--- src/rtl/ifu_fetch.sv ---
// ifu_fetch: instruction fetch stage.
// Owns the architectural PC and issues one word fetch at a time over a
// valid/ready request channel plus a response channel. It hands the
// instruction and its PC to decode, then waits for the next PC from execute.
// Only one instruction is in flight and there is no prediction.
module ifu_fetch #(
  parameter logic [31:0] RESET_PC = 32'h8000_0000,
  parameter int unsigned TIMEOUT  = 255
) (
  input  logic        clk,
  input  logic        reset,
  output logic        mem_req_valid,
  input  logic        mem_req_ready,
  output logic [31:0] mem_req_addr,
  input  logic        mem_resp_valid,
  input  logic [31:0] mem_resp_data,
  input  logic        mem_resp_err,
  output logic        inst_valid,
  input  logic        inst_ready,
  output logic [31:0] inst,
  output logic [31:0] inst_pc,
  output logic        inst_fault,
  input  logic        npc_valid,
  input  logic [31:0] npc,
  output logic [31:0] fetch_cnt
);

  typedef enum logic [2:0] {
    IDLE,
    REQ,
    WAIT,
    OUT,
    NPC
  } state_t;

  localparam logic [15:0] TMO_LIMIT = 16'(TIMEOUT);

  state_t      state;
  logic [31:0] pc;
  logic [15:0] tmo_cnt;

  assign mem_req_addr = pc;

  // Fetch sequencer. All outputs are registered. mem_req_valid is set on entry
  // to REQ from the alignment of the incoming PC, so a misaligned PC never
  // raises a request.
  always_ff @(posedge clk or negedge reset) begin
    if (!reset) begin
      state         <= IDLE;
      pc            <= RESET_PC;
      tmo_cnt       <= '0;
      mem_req_valid <= 1'b0;
      inst_valid    <= 1'b0;
      inst          <= '0;
      inst_pc       <= RESET_PC;
      inst_fault    <= 1'b0;
      fetch_cnt     <= '0;
    end else begin
      case (state)
        IDLE: begin
          state         <= REQ;
          mem_req_valid <= (pc[1:0] == 2'b00);
        end
        REQ: begin
          if (pc[1:0] != 2'b00) begin
            state      <= OUT;
            inst       <= '0;
            inst_fault <= 1'b1;
            inst_pc    <= pc;
            inst_valid <= 1'b1;
          end else if (mem_req_ready) begin
            state         <= WAIT;
            mem_req_valid <= 1'b0;
            tmo_cnt       <= '0;
          end
        end
        WAIT: begin
          // A response that lands on the timeout cycle takes priority.
          if (mem_resp_valid) begin
            state      <= OUT;
            inst       <= mem_resp_err ? '0 : mem_resp_data;
            inst_fault <= mem_resp_err;
            inst_pc    <= pc;
            inst_valid <= 1'b1;
          end else if (tmo_cnt + 16'd1 == TMO_LIMIT) begin
            state      <= OUT;
            inst       <= '0;
            inst_fault <= 1'b1;
            inst_pc    <= pc;
            inst_valid <= 1'b1;
          end else begin
            tmo_cnt <= tmo_cnt + 16'd1;
          end
        end
        OUT: begin
          if (inst_ready) begin
            inst_valid <= 1'b0;
            fetch_cnt  <= fetch_cnt + 32'd1;
            if (npc_valid) begin
              pc            <= npc;
              state         <= REQ;
              mem_req_valid <= (npc[1:0] == 2'b00);
            end else begin
              state <= NPC;
            end
          end
        end
        NPC: begin
          if (npc_valid) begin
            pc            <= npc;
            state         <= REQ;
            mem_req_valid <= (npc[1:0] == 2'b00);
          end
        end
        default: begin
          state         <= IDLE;
          mem_req_valid <= 1'b0;
          inst_valid    <= 1'b0;
        end
      endcase
    end
  end

endmodule

--- config.mk ---
export PLATFORM = sky130hd
export DESIGN_NAME = ifu_fetch
export DESIGN_NICKNAME = d
export VERILOG_FILES = /design/src/rtl/ifu_fetch.sv
export SDC_FILE = /design/constraint.sdc
export NUM_CORES = 1
export LEC_CHECK = 0
export CAP_MARGIN = 20
export CORE_MARGIN = 2
export CORE_UTILIZATION = 30
export CTS_CLUSTER_DIAMETER = 50
export DETAILED_ROUTE_END_ITERATION = 6
export PLACE_DENSITY = 0.57
export SLEW_MARGIN = 20
export SYNTH_ARGS = -nofsm -noshare
export SYNTH_HDL_FRONTEND = slang
export SYNTH_SLANG_ARGS = --single-unit
--- constraint.sdc ---
create_clock -name clk -period 3.72 [get_ports clk]
set_clock_uncertainty 0.2 [all_clocks]
set_input_delay 0.372 -clock clk [delete_from_list [all_inputs] [get_ports clk]]
set_output_delay 0.372 -clock clk [all_outputs]
set_load 0.01 [all_outputs]
==> metrics.csv, run 1 <==
stage,metric,value,unit
outcome,outcome,"complete, no violations",
logic_synthesis,YS warnings,0,
final_timing,Slew @ Worst Pin,0.7881,ns
clocking,post-CTS sizing,0,
pwr,static leakage,4.101,nW
final_timing,unrepaired setup endpoints after global routing,no,
logic_synthesis,Synthesized Nets,586,
logic_synthesis,"Compound Share, Synth",0.1044,
place,Port Buffers,201,
logic_synthesis,"AND/OR/NAND/NOR Cells, Area Fraction",0.1103,
clocking,Clock Pin Slew Worst Setup and Hold Paths,0.06,ns
clocking,CTS Buf Count,17,
clocking,CTS tree,done,
pwr,Pwr per Cell Area,751.1,nW/um^2
pwr,Final Power,0.007005,W
logic_synthesis,Top cell area share,0.5767,
detailed_routing,final antenna-violating net count,0,
setup_path,Setup crit end kind,register,
floorplan,Die Y,150.3,um
global_routing,initial antenna violation count,0,
clocking,clk buf depth,2,
detailed_routing,average vias per placed instance,4.767,
floorplan,Ports,202,
final_timing,fin. max-slew vios,0,
finish,final instance area,9325,um^2
place,"Cell Area, Placed",8748,um^2
clocking,postcts setup bufs,0,
place,routability congestion estimate,0.7918,
final_timing,"Hold Vio Cnt, Final",0,
detailed_routing,Iter 0 DRT Violations,116,
clocking,Root Buffer,clkbuf_16,
finish,Top Layout Cells,"clkdlybuf4s50_1 (200), dfrtp_1 (148), mux2_2 (48)",
final_timing,relative slew slack,0.4746,
clocking,clk sink count,150,
global_routing,Overflow after GRT,0,
logic_synthesis,syn avg cell area,12.54,um^2
logic_synthesis,Synth Seq Share,0.5848,
logic_synthesis,adder-cell area share of the yosys netlist,0.005845,
final_timing,FMAX,0.3139,GHz
finish,area delta synth->final,45.20,%
setup_path,crit-path max FO,15,
floorplan,CORE AREA,21020,um^2
finish,Fillers,1928,
logic_synthesis,synth unique cells,52,
finish,# nets final,790,
global_routing,first-pass GRT wire length,26610,um
setup_path,crit path launch type,register,
logic_synthesis,xor+xnor area frac,0.05046,
setup_path,Crit path arrival time,3.34,ns
setup_path,Worst EP required,3.87,ns
setup_path,WS Path Type,reg2reg,
flow_run,Log Warnings,27,
logic_synthesis,biggest area consumer among synthesized cells,dfrtp_1,
final_timing,fin crit period,3.186,ns
finish,share of cells above drive strength 1,0.1619,
logic_synthesis,Yosys reg bits,150,
logic_synthesis,Yosys chip area,6422,um^2
floorplan,floorplan core density,0.3055,
final_timing,period utilization,0.8563,
logic_synthesis,"top cells, area","dfrtp_1 (58%), mux2_2 (8.4%), a22o_1 (4.8%), mux2_4 (3.5%), xnor2_1 (2.7%)",
logic_synthesis,"Cell Area, Synth",6422,um^2
clocking,CTS Hold Buffers Added,1,
hold_path,Hold Path Class,reg2reg,
flow_run,max_cap viols,0,
floorplan,row count,53,
logic_synthesis,comb area leader,multiplexers,
detailed_routing,DRT Pass-1 Iters,5,
floorplan,die extent in x,150.3,um
finish,Reg area,3756,um^2
logic_synthesis,Multiplexer share,0.1208,
global_routing,vias in the first global route,5075,
floorplan,area of the die,22590,um^2
logic_synthesis,Post-synth EDFFs,0,
finish,ANT cells,0,
finish,logic area,2532,um^2
place,Post-DP HPWL,11410,um
clocking,Latency at later pin,0.42,ns
logic_synthesis,main flop type,dfrtp_1,
final_timing,Final Setup Violations,0,
final_timing,setup TNS,0,ns
finish,dominant logic cell type in the layout,clkdlybuf4s50_1,
logic_synthesis,yosys cell count,512,
clocking,H-tree Lvls,4,
global_routing,largest net degree at the start of global routing,88,
pwr,Max IR drop VDD,0.4883,mV
logic_synthesis,Post-Syn Instances,512,
logic_synthesis,asr flop ratio synth,1.000,
detailed_routing,Residual DRC,0,
==> run 1: final timing paths <==
check / startpoint / to / slack (ns) / cells after the start
worst min register to register: fetch_cnt[31] / fetch_cnt[31] / 0.28 / 1
worst max register to register: tmo_cnt[0] / tmo_cnt[9] / 0.53 / 8
max in group asynchronous: reset / inst[6] / 2.06 / 3
worst min-delay path: fetch_cnt[31] / fetch_cnt[31] / 0.28 / 1
worst max-delay path: tmo_cnt[0] / tmo_cnt[9] / 0.53 / 8
min in group asynchronous: reset / inst_pc[14] / 0.38 / 2
==> run 1: kinds of logic after synthesis <==
group	count (synthesis)
adders and majority gates	3
buffers and inverters	33
DFF	150
AOI/OAI and AO/OA	86
xor gates and xnor gates	37
and+or+nand+nor	139
muxes	64
==> run 1: metrics by stage <==
step / hold slack (ns) / setup WS, ns / std cells
floorplan: -0.1236 / 0.8076 / 512
detailed placement: 0.2630 / 0.5364 / 971
CTS: 0.2860 / 0.5075 / 1004
finish: 0.2757 / 0.5344 / 1004
global placement: 0.2608 / 0.6980 / 971
global route: 0.3058 / 0.3066 / 1004
==> run 1: registers in the layout (all words and copies together) (netlist names) <==
| name | count |
|---|---|
| inst | 32 |
| inst_pc | 32 |
| inst_fault | 1 |
| fetch_cnt | 32 |
| mem_req_valid | 1 |
| state | 3 |
| inst_valid | 1 |
| tmo_cnt | 16 |
| mem_req_addr | 32 |
==> run 1: power breakdown <==
part	switching (W)	leakage [nW]	internal (W)	total [W]
clock	0.000708	0.276	0.000948	0.00166
sequential	0.000421	1.92	0.00218	0.00260
combinational	0.00110	1.90	0.00165	0.00275
==> run 1: per-layer routing <==
layer	routed length (um)	GRT usage
met5	0	0
met4	243	0.05283
met3	1415	0.06364
met2	7792	0.2355
met1	6953	0.1860
==> run 1: layout make-up <==
| cell class | count | area share |
|---|---|---|
| clock buffers | 19 | 0.04750 |
| multi-input cells | 329 | 0.2716 |
| repair buffers | 210 | 0.2247 |
| flip-flops and latches | 150 | 0.4028 |
| inverters | 8 | 0.003220 |
| well taps | 275 | 0.03690 |
| clock inverters | 13 | 0.01328 |
==> run 1: worst max-delay path, stage by stage, from the launching register on <==
cell	delay, ns
dfrtp_1	0.48
ha_1	0.27
nand3_2	0.17
or4_1	0.60
nor2_1	0.16
a22oi_1	0.11
o31ai_4	0.35
o21a_1	0.55
a22o_1	0.24
==> run 1: synthesized netlist by cell type (3+ instances only) <==
master and number:
a32o_1 3, nand4_1 7, a211o_1 6, nor2_1 36, and4_1 3, xor2_1 17, xnor2_1 20, a21o_1 5
buf_6 3, or3_1 4, nor3_1 8, o21ai_0 7, clkbuf_1 16, a21oi_1 12, nand3_1 21, mux2_2 48
nand2_1 28, buf_2 3, ha_1 3, nand2b_1 3, buf_1 3, or2_2 5, dfrtp_1 148, mux2_4 15
and3_1 7, a22o_1 35, inv_1 8, o22ai_1 4
Run 1, zoomed window:
The bar under the picture is 5 um long. Region (103, 103) to (123, 123) um. Cells in gray, sequential cells in the stronger gray; small squares are vias.
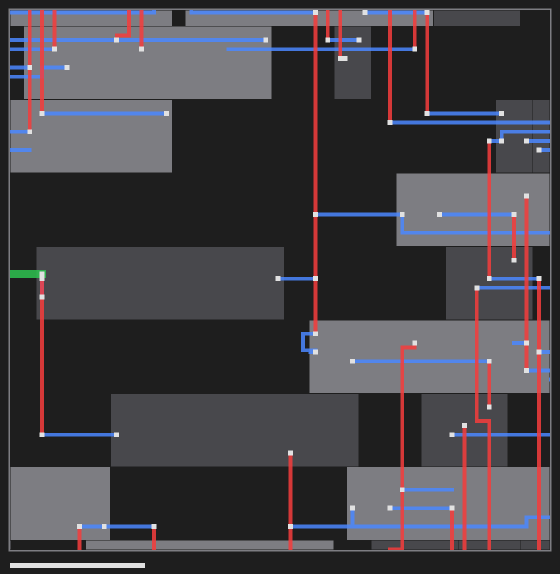
met2 -> red
met1 -> blue
met3 -> green
cells with their middle in the window = 11
sequential cells in the window = 5
netlist names of flops here include = fetch_cnt (5)
most frequent = dfrtp_1 (5), xnor2_1 (2), clkbuf_16 (2)

Run 1, wiring heat map:
30 x 30 tiles, from white (low) to dark blue (high), scaled to the fullest tile. Values are wire area over tile area, all layers added.
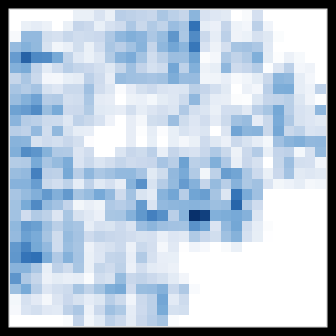
fullest tile = 0.54
emptiest ninth of the die = south-east
nearly empty tiles = 22%
mean over tiles = 0.12
tiles over half the peak = 6.9%
WL per Instance: 16.34 um
All-Layer GR Usage: 0.1503

Run 1, signal wires by layer:
The bar under the picture is 50 um long. Only two layers are drawn.
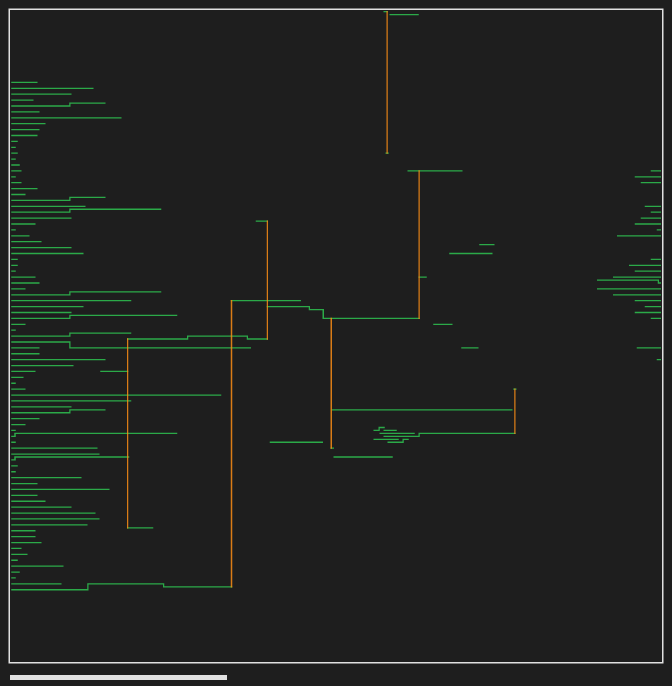
met3 -> green  # wire length 1,420 um
met4 -> orange  # wire length 243 um
WL final: 16,400 um
vias post-DR: 4,786

Run 1, routing congestion map:
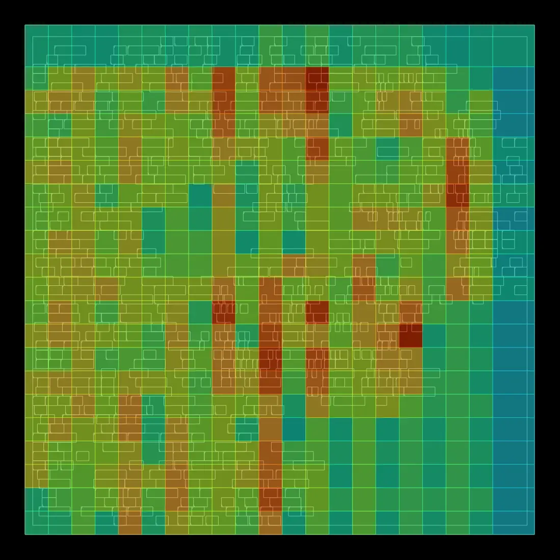
Top Usage Layer GRT: met2
met3 usage: 0.06364
Core Util, Final: 0.4436
grt met1 use: 0.1860

Run 1, met1 routing:
The bar under the picture is 50 um long.
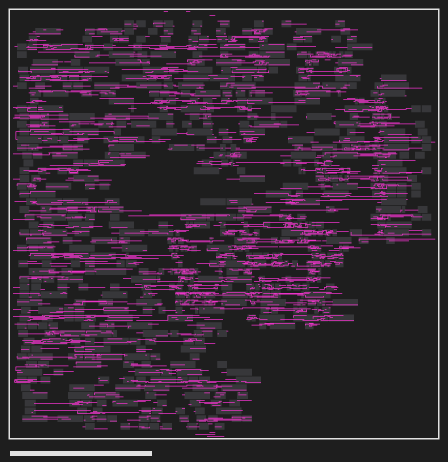

==> run 1 -> run 2 <==
--- a/config.mk
+++ b/config.mk
@@ -11,6 +11,7 @@
 export CTS_CLUSTER_DIAMETER = 50
 export DETAILED_ROUTE_END_ITERATION = 6
 export PLACE_DENSITY = 0.57
+export REMOVE_ABC_BUFFERS = 1
 export SLEW_MARGIN = 20
 export SYNTH_ARGS = -nofsm -noshare
 export SYNTH_HDL_FRONTEND = slang
Run 2, met1 routing:
The bar under the picture is 50 um long.
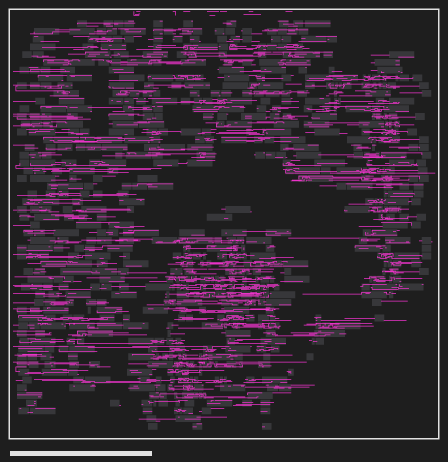
main direction = horizontal
wire length on this layer = 7,230 um
share of all routed wire = 43%
nets with wire on the layer = 685
grt met1 use: 0.1868
vias post-DR: 4,802
WL final: 16,870 um

==> run 2 against run 1 <==
Critical path depth is 1 higher; utilization is 0.19 points higher; sequential power hardly changed; die size stayed put; synthesized area stayed put; critical endpoint unchanged; combinational power hardly changed; highest routed layer unchanged; first-iteration DRC count is 10% higher.
==> metrics.csv, run 2 <==
stage,metric,value,unit,change
logic_synthesis,most instantiated library cell after synthesis,dfrtp_1,,
pwr,clock power share,0.244,,+0.008
logic_synthesis,"top cells, area","dfrtp_1 (58%), mux2_2 (8.4%), a22o_1 (4.8%), mux2_4 (3.5%), xnor2_1 (2.7%)",,
clocking,Clock Pin Slew Worst Setup and Hold Paths,0.06,ns,about the same
detailed_routing,final antenna-violating net count,0,,unchanged
pwr,Logic pwr share,0.388,,-0.005
pwr,Max IR drop VDD,0.4046,mV,-17%
pwr,Sw Share,0.3169,,-0.001175
final_timing,"Hold Vio Cnt, Final",0,,unchanged
logic_synthesis,Yosys chip area,6422,um^2,unchanged
setup_path,flop-to-flop setup slack,0.36,ns,-0.18 ns
global_routing,largest net degree at the start of global routing,86,,-2.3%
hold_path,Hold Path Class,reg2reg,,
logic_synthesis,"Cell Area, Synth",6422,um^2,unchanged
global_routing,vias in the first global route,5013,,-1.2%
setup_path,WS Path Type,reg2reg,,
clocking,H-tree Lvls,4,,unchanged
detailed_routing,WL per Instance,16.80,um,+2.8%
final_timing,period utilization,0.9038,,+0.04743
logic_synthesis,Post-Syn Instances,512,,unchanged
pwr,static leakage,4.104,nW,about the same
pwr,Int Pwr,0.004862,W,+1.8%
setup_path,crit-path max FO,16,,+1
global_routing,Overflow after GRT,0,,unchanged
logic_synthesis,syn avg cell area,12.54,um^2,unchanged
finish,final instance area,9365,um^2,+0.43%
finish,"Core Util, Final",0.4455,,+0.001904
final_timing,setup TNS,0,ns,unchanged
logic_synthesis,xor+xnor area frac,0.05046,,unchanged
flow_run,max_cap viols,0,,unchanged
floorplan,die extent in x,150.3,um,unchanged
finish,Top Layout Cells,"clkdlybuf4s50_1 (200), dfrtp_1 (148), mux2_2 (48)",,
global_routing,first-pass GRT wire length,26560,um,-0.18%
logic_synthesis,Post-synth top cells,"dfrtp_1 (148), mux2_2 (48), nor2_1 (36)",,
finish,dominant logic cell type in the layout,clkdlybuf4s50_1,,
place,"Cell Area, Placed",8768,um^2,+0.23%
logic_synthesis,Top cell area share,0.5767,,unchanged
final_timing,unrepaired setup endpoints after global routing,no,,
clocking,Latency at later pin,0.42,ns,about the same
finish,ANT cells,0,,unchanged
pwr,Final Power,0.007117,W,+1.6%
logic_synthesis,adder-cell area share of the yosys netlist,0.005845,,unchanged
floorplan,Ports,202,,unchanged
flow_run,Log Warnings,26,,-3.7%
clocking,Root Buffer,clkbuf_16,,
detailed_routing,average vias per placed instance,4.783,,+0.33%
place,routability congestion estimate,0.8056,,+1.7%
pwr,Sequential Power Share,0.368,,-0.003
clocking,CTS tree,done,,
logic_synthesis,Post-synth EDFFs,0,,unchanged
final_timing,fin. max-slew vios,0,,unchanged
final_timing,Slew @ Worst Pin,0.8403,ns,+0.05222 ns
setup_path,Worst EP required,3.87,ns,about the same
setup_path,Crit path arrival time,3.52,ns,+0.18 ns
setup_path,crit path launch type,register,,
final_timing,fin crit period,3.362,ns,+0.1764 ns
finish,Fillers,1869,,-3.1%
logic_synthesis,main flop type,dfrtp_1,,
clocking,clk buf depth,2,,unchanged
place,Port Buffers,201,,unchanged
floorplan,row count,53,,unchanged
logic_synthesis,Synth Seq Share,0.5848,,unchanged
detailed_routing,Residual DRC,0,,unchanged
logic_synthesis,"Compound Share, Synth",0.1044,,unchanged
floorplan,floorplan core density,0.3055,,unchanged
setup_path,Setup crit end kind,register,,
final_timing,relative slew slack,0.4398,,-0.03481
logic_synthesis,synth unique cells,52,,unchanged
logic_synthesis,biggest area consumer among synthesized cells,dfrtp_1,,
logic_synthesis,"AND/OR/NAND/NOR Cells, Area Fraction",0.1103,,unchanged
logic_synthesis,comb area leader,multiplexers,,
detailed_routing,DRT Pass-1 Iters,5,,unchanged
detailed_routing,Iter 0 DRT Violations,128,,+10%
pwr,Pwr per Cell Area,759.9,nW/um^2,+1.2%
global_routing,All-Layer GR Usage,0.1509,,+0.0005729
logic_synthesis,asr flop ratio synth,1.000,,unchanged
finish,# nets final,791,,+0.13%
pwr,Net Sw Power,0.002255,W,+1.2%
place,Post-DP HPWL,11730,um,+2.8%
outcome,outcome,"complete, no violations",,
floorplan,Die Y,150.3,um,unchanged
logic_synthesis,YS warnings,0,,unchanged
finish,area delta synth->final,45.82,%,
clocking,post-CTS sizing,0,,unchanged
finish,share of cells above drive strength 1,0.1619,,unchanged
clocking,CTS Buf Count,17,,unchanged
logic_synthesis,Yosys reg bits,150,,unchanged
clocking,clk sink count,150,,unchanged
global_routing,initial antenna violation count,0,,unchanged
logic_synthesis,Multiplexer share,0.1208,,unchanged
final_timing,FMAX,0.2974,GHz,-5.2%
floorplan,CORE AREA,21020,um^2,unchanged
logic_synthesis,yosys cell count,512,,unchanged
final_timing,Final Setup Violations,0,,unchanged
floorplan,area of the die,22590,um^2,unchanged
## run 2: cell counts after synthesis
No cell type changed its count.
## run 2: per-layer routing
metal	track usage	routed length [um]	vias up
li1	-	-	2238
met5	0	0	-
met2	0.2409	8066	160
met4	0.04623	195	0
met1	0.1868	7227	2386
met3	0.06182	1378	18
## run 2: path summary, 6_finish.rpt
path | endpoint | startpoint | cells after the start
worst max-delay path | tmo_cnt[9] | tmo_cnt[0] | 9
worst max register to register | tmo_cnt[9] | tmo_cnt[0] | 9
max in group asynchronous | inst_pc[31] | reset | 3
worst min register to register | mem_req_valid | mem_req_valid | 2
min in group asynchronous | mem_req_addr[12] | reset | 2
worst min-delay path | mem_req_valid | mem_req_valid | 2
## run 2: cell families after synthesis
| kind of cell | Yosys count |
|---|---|
| flops | 150 |
| simple gates | 139 |
| compound gates | 86 |
| mux | 64 |
| xor+xnor | 37 |
| buf+inv | 33 |
| fa+ha+maj | 3 |
## run 2: critical path: stages, from the launching register on
cell     delay [ns]
dfrtp_1        0.49
ha_1           0.27
nand3_2        0.17
or4_1          0.60
nor2_1         0.14
a22oi_1        0.10
o31ai_4        0.30
buf_4          0.26
o21a_1         0.53
a22o_1         0.24
## run 2: what timing repair did
item / CTS / global route
endpoints found under the hold margin: 83 / 0
hold buffers: 1 / 0
buffers inserted: 0 / 0
endpoints found under the setup margin: 0 / 0
## run 2: final cells by class
| cell class | instances | area (um^2) | area share |
|---|---|---|---|
| timing repair buffer | 211 | 2116 | 0.2259 |
| clock buffer | 19 | 442.9 | 0.04729 |
| inverter | 8 | 30.03 | 0.003206 |
| tap | 275 | 344.1 | 0.03674 |
| multi-input combinational | 329 | 2532 | 0.2704 |
| sequential | 150 | 3756 | 0.4011 |
| clock inverter | 12 | 143.9 | 0.01536 |
## run 2: power by group through the flow
stage	Combinational (W)	Clock (W)	Sequential, W
global route	0.00296	0.00185	0.00270
finish	0.00276	0.00173	0.00262
floorplan	0.00112	0	0.00278
detailed placement	0.00280	0	0.00263
CTS	0.00281	0.00177	0.00262
global placement	0.00275	0	0.00263
## run 2: stage by stage
| step | setup slack, ns | hold slack, ns | cells |
|---|---|---|---|
| global placement | 0.5013 | 0.2621 | 972 |
| floorplan | 0.06208 | -0.1236 | 487 |
| finish | 0.3579 | 0.2769 | 1004 |
| detailed placement | 0.4020 | 0.2666 | 972 |
| CTS | 0.3735 | 0.2859 | 1004 |
| global route | 0.05620 | 0.2993 | 1004 |
Power and IR drop assume default switching activity.
